==> src/rtl/any1_ialign_buf.sv <==
// Two-slot instruction aligner between the I-cache line port and decode.
// Extracts fixed-size instructions that may straddle a line boundary into a valid/ready output register.
module any1_ialign_buf #(
  parameter int              LINE_BYTES = 64,
  parameter int              INSN_BYTES = 5,
  parameter int              IP_W       = 32,
  parameter logic [IP_W-1:0] RST_IP     = 32'hFFFC0100
) (
  input  logic                    clk_i,
  input  logic                    rst_i,
  input  logic                    line_v,
  output logic                    line_rdy,
  input  logic [IP_W-1:0]         line_adr,
  input  logic [LINE_BYTES*8-1:0] line_data,
  output logic [IP_W-1:0]         req_adr,
  input  logic                    redirect_v,
  input  logic [IP_W-1:0]         redirect_ip,
  output logic                    out_v,
  input  logic                    out_rdy,
  output logic [INSN_BYTES*8-1:0] out_ir,
  output logic [IP_W-1:0]         out_ip
);
  localparam int              OFF_W = $clog2(LINE_BYTES);
  localparam int              LW    = LINE_BYTES * 8;
  localparam int              IW    = INSN_BYTES * 8;
  localparam logic [IP_W-1:0] AMASK = ~IP_W'(LINE_BYTES - 1);

  logic [IP_W-1:0]  ip, exp_adr, l0_a, l1_a, ip_nx;
  logic             l0_v, l1_v;
  logic [LW-1:0]    l0_d, l1_d;
  logic [OFF_W-1:0] off;
  logic [2*LW-1:0]  sh;
  logic             fits, can_ext, load, retire, acc, l0_keep;

  assign req_adr  = exp_adr;
  assign line_rdy = !l1_v && !redirect_v && !rst_i;
  assign off      = ip[OFF_W-1:0];
  assign fits     = ({1'b0, off} + (OFF_W+1)'(INSN_BYTES)) <= (OFF_W+1)'(LINE_BYTES);
  // slot addresses guard against extracting from a line that does not hold ip
  assign can_ext  = l0_v && (l0_a == (ip & AMASK)) &&
                    (fits || (l1_v && (l1_a == l0_a + IP_W'(LINE_BYTES))));
  assign load     = can_ext && (!out_v || out_rdy);
  assign ip_nx    = ip + IP_W'(INSN_BYTES);
  assign retire   = load && (ip_nx[OFF_W-1:0] < off);
  assign acc      = line_v && line_rdy && ((line_adr & AMASK) == exp_adr);
  assign l0_keep  = retire ? l1_v : l0_v;
  assign sh       = {l1_d, l0_d} >> {off, 3'b000};

  always_ff @(posedge clk_i) begin
    if (rst_i) begin
      ip      <= RST_IP;
      exp_adr <= RST_IP & AMASK;
      l0_v    <= 1'b0;
      l1_v    <= 1'b0;
      out_v   <= 1'b0;
      out_ir  <= '0;
      out_ip  <= '0;
    end else if (redirect_v) begin
      ip      <= redirect_ip;
      exp_adr <= redirect_ip & AMASK;
      l0_v    <= 1'b0;
      l1_v    <= 1'b0;
      out_v   <= 1'b0;
    end else begin
      if (load) begin
        out_v  <= 1'b1;
        out_ir <= sh[IW-1:0];
        out_ip <= ip;
        ip     <= ip_nx;
      end else if (out_v && out_rdy) begin
        out_v  <= 1'b0;
      end
      if (retire) begin
        l0_v <= l1_v;
        l0_d <= l1_d;
        l0_a <= l1_a;
        l1_v <= 1'b0;
      end
      // incoming line lands in whichever slot is free after the shift
      if (acc) begin
        exp_adr <= exp_adr + IP_W'(LINE_BYTES);
        if (!l0_keep) begin
          l0_v <= 1'b1;
          l0_d <= line_data;
          l0_a <= line_adr & AMASK;
        end else begin
          l1_v <= 1'b1;
          l1_d <= line_data;
          l1_a <= line_adr & AMASK;
        end
      end
    end
  end
endmodule

==> config.mk <==
export PLATFORM = sky130hd
export DESIGN_NAME = any1_ialign_buf
export DESIGN_NICKNAME = d
export VERILOG_FILES = /design/src/rtl/any1_ialign_buf.sv
export SDC_FILE = /design/constraint.sdc
export NUM_CORES = 2
export LEC_CHECK = 0
export CAP_MARGIN = 20
export CORE_MARGIN = 2
export CORE_UTILIZATION = 40
export DETAILED_ROUTE_END_ITERATION = 7
export PLACE_DENSITY = 0.61
export SLEW_MARGIN = 10
export SYNTH_ARGS = -nofsm -noshare
export SYNTH_HDL_FRONTEND = slang
export SYNTH_SLANG_ARGS = --single-unit
==> constraint.sdc <==
create_clock -name clk_i -period 22.2 [get_ports clk_i]
set_input_delay 5.55 -clock clk_i [delete_from_list [all_inputs] [get_ports clk_i]]
set_output_delay 5.55 -clock clk_i [all_outputs]
set_load 0.005 [all_outputs]
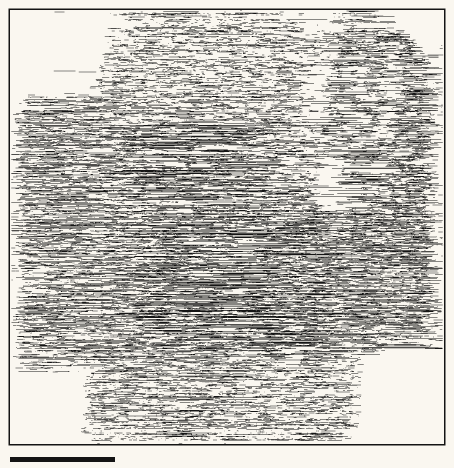
Fig. 1. Met1 routing.
The bar under the picture is 100 um long.
wire length on this layer: 107 mm
share of all routed wire: 40%
nets with wire on the layer: 6,156
main direction: horizontal
longest straight run: 118 um
routing usage on met1: 0.414
final wirelength: 267,000 um

==> run notes <==
Implementation results

Hold repair after CTS inserted 0 buffers. The worst endpoint data arrival time is 7.48 ns. The routed length per instance is between 30 and 40 um. The signal on the critical path passes through buf_4, or2_2, nor2_1, clkdlybuf4s50_1.

The part of the total power dissipated in the clock network is 0.394. The floorplan step records an initial core utilization of 0.402. Relative to the synthesized area, the layout overhead comes to 18.5%. After the first detailed-routing iteration, the DRC count stood at 7,221.

At the end of routability-driven placement, the weighted congestion stood at 0.992. The remaining number of nets flagged by the antenna check after routing is 0. The final critical delay including setup and external delays is 13.03 ns. The tree is rooted in a sky130_fd_sc_hd__clkbuf_16. The flow ran to the end, and the final reports show no timing, DRC or antenna violations. Note, the detailed placer reported a final HPWL of between 200,000 and 250,000 um.

According to the timing report, the data required time at the worst endpoint equals 16.65 ns. The total routing usage reported by global routing is 0.304. The number of buffers created by CTS is 135. During placement, the flow inserted port buffers numbering 674.

The final timing summary puts the cycle share of the worst path at 0.587. The placement row count is 150. In this run the most critical hold path is launched from out_ir[11]. The initial antenna violation count was 32. Looking at the cell usage after synthesis, the top flip-flop cell is sky130_fd_sc_hd__edfxtp_1. The reported net switching power is between 1 and 1.5 mW. The insertion delay at the late pin of the worst-skew pair is 0.82 ns. In the synthesized netlist, the number of instances is ~5,500.

The slowest library cell on the worst path is sky130_fd_sc_hd__clkdlybuf4s50_1. The highest clock rate this design can be run at is 76.7 MHz. Setup slack closes at 9.17 ns.

The wire length of the first global-routing pass is 363,000 um. TritonCTS built the clock tree. Post-CTS repair changed the size of 0 cells.

The worst setup path is launched from a primary input. The slew at the pin closest to its max-slew limit is 1.15 ns. The final max-slew violation count recorded for this run is 0. The worst setup timing slack at the placement stage is 9.18 ns. For the worst reg-to-reg path, the endpoint reported by OpenROAD is l0_d[156].
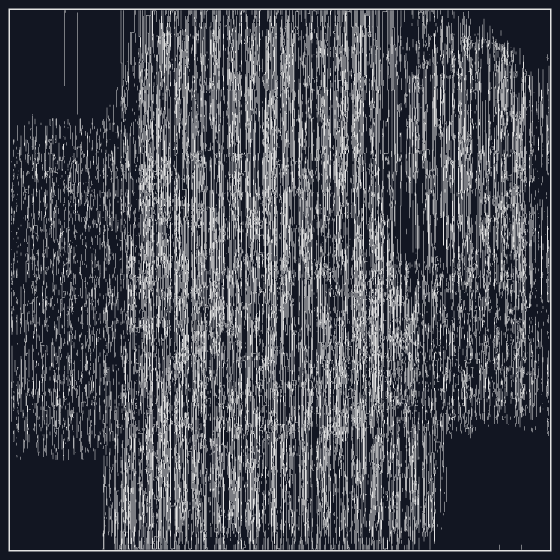
Fig. 2. Signal wires on met2.
longest straight run: 160 um
nets with wire on the layer: 5,343
main direction: vertical
share of all routed wire: 46%
global routing usage on met2: 0.469
via total after detailed routing: 49,834

## how the worst max path moves through the flow
| stage | startpoint | to | cells after the start |
|---|---|---|---|
| 2_1_floorplan | redirect_v | l1_a[10] | 8 |
| 3_3_place_gp | rst_i | line_rdy | 4 |
| 3_5_place_dp | rst_i | line_rdy | 4 |
| 4_1_cts | rst_i | line_rdy | 4 |
| 5_1_grt | rst_i | line_rdy | 4 |
| 6_report | rst_i | line_rdy | 4 |
## critical path, delay by kind of cell
family                 cells  cell delay [ns]
AND/OR/NAND/NOR            2             1.00
buffers and inverters      2             0.88
## per-stage QoR
step / hold WS, ns / util / instances
floorplan: 0.448 / - / 5522
global placement: 0.440 / 0.451 / 8004
detailed placement: 0.445 / 0.451 / 8004
CTS: 0.452 / 0.476 / 8243
global route: 0.467 / 0.476 / 8249
finish: 0.454 / 0.476 / 8254
## power by group through the flow
stage / Clock, mW / Sequential, mW / Combinational (mW)
final: 2.17 / 2.64 / 0.694
after global routing: 2.28 / 2.64 / 0.719
after CTS: 2.20 / 2.64 / 0.680
after detailed placement: 0 / 2.69 / 0.677
after global placement: 0 / 2.69 / 0.675
after floorplan: 0 / 2.64 / 0.377
## Yosys cell counts (all sizes together), types with 6 or more instances
cell type / instances / share of area
a211oi: 33 / 0.0037
a21boi: 6 / 0.00067
a21oi: 692 / 0.052
a311oi: 11 / 0.0014
a31o: 17 / 0.0022
a31oi: 29 / 0.0027
and2: 29 / 0.0027
and3: 21 / 0.0020
buf: 245 / 0.018
clkbuf: 209 / 0.012
dfxtp: 133 / 0.040
edfxtp: 1082 / 0.49
ha: 6 / 0.0011
inv: 38 / 0.0021
mux2: 40 / 0.0067
mux2i: 889 / 0.13
mux4: 335 / 0.11
nand2: 463 / 0.026
nand2b: 30 / 0.0028
nand3: 69 / 0.0052
nand4: 27 / 0.0026
nor2: 648 / 0.036
nor2b: 29 / 0.0027
nor3: 33 / 0.0025
nor4: 22 / 0.0021
nor4b: 7 / 0.00092
o211ai: 61 / 0.0068
o21a: 16 / 0.0018
o21ai: 103 / 0.0077
o22ai: 6 / 0.00056
o311a: 7 / 0.0010
o31ai: 7 / 0.00078
or3: 8 / 0.00075
or4: 6 / 0.00078
xnor2: 53 / 0.0069
xor2: 43 / 0.0056
## routing by layer
metal,vias to the layer above,share of wire,global-route usage
met5,-,0.00022,0
met4,10,0.042,0.118
met3,404,0.10,0.0704
met2,2730,0.46,0.469
met1,24871,0.40,0.414
li1,21819,-,-
## logic make-up (layout without fill, tap and decap cells)
family	count (synthesis)	after routing	synth area share
AND/OR/NAND/NOR	1414	1414	0.0900
multiplexers	1264	1264	0.252
flip-flops	1215	1215	0.525
AND-OR/OR-AND	1025	1025	0.0865
buffers and inverters	495	1015	0.0322
XOR/XNOR	97	97	0.0129
adder cells (fa/ha/maj)	6	6	0.00112
other	1	14	0.0000560
## final cells by class
type | count | area [um2] | area share
sequential | 1215 | 35200 | 0.443
multi-input combinational | 3812 | 29700 | 0.374
timing repair buffer | 735 | 7360 | 0.0927
clock buffer | 181 | 3680 | 0.0463
tap | 2204 | 2760 | 0.0347
clock inverter | 58 | 505 | 0.00637
inverter | 41 | 170 | 0.00214
antenna | 8 | 20.0 | 0.000252
No activity file was given, so power comes from the tool's default toggle rates.
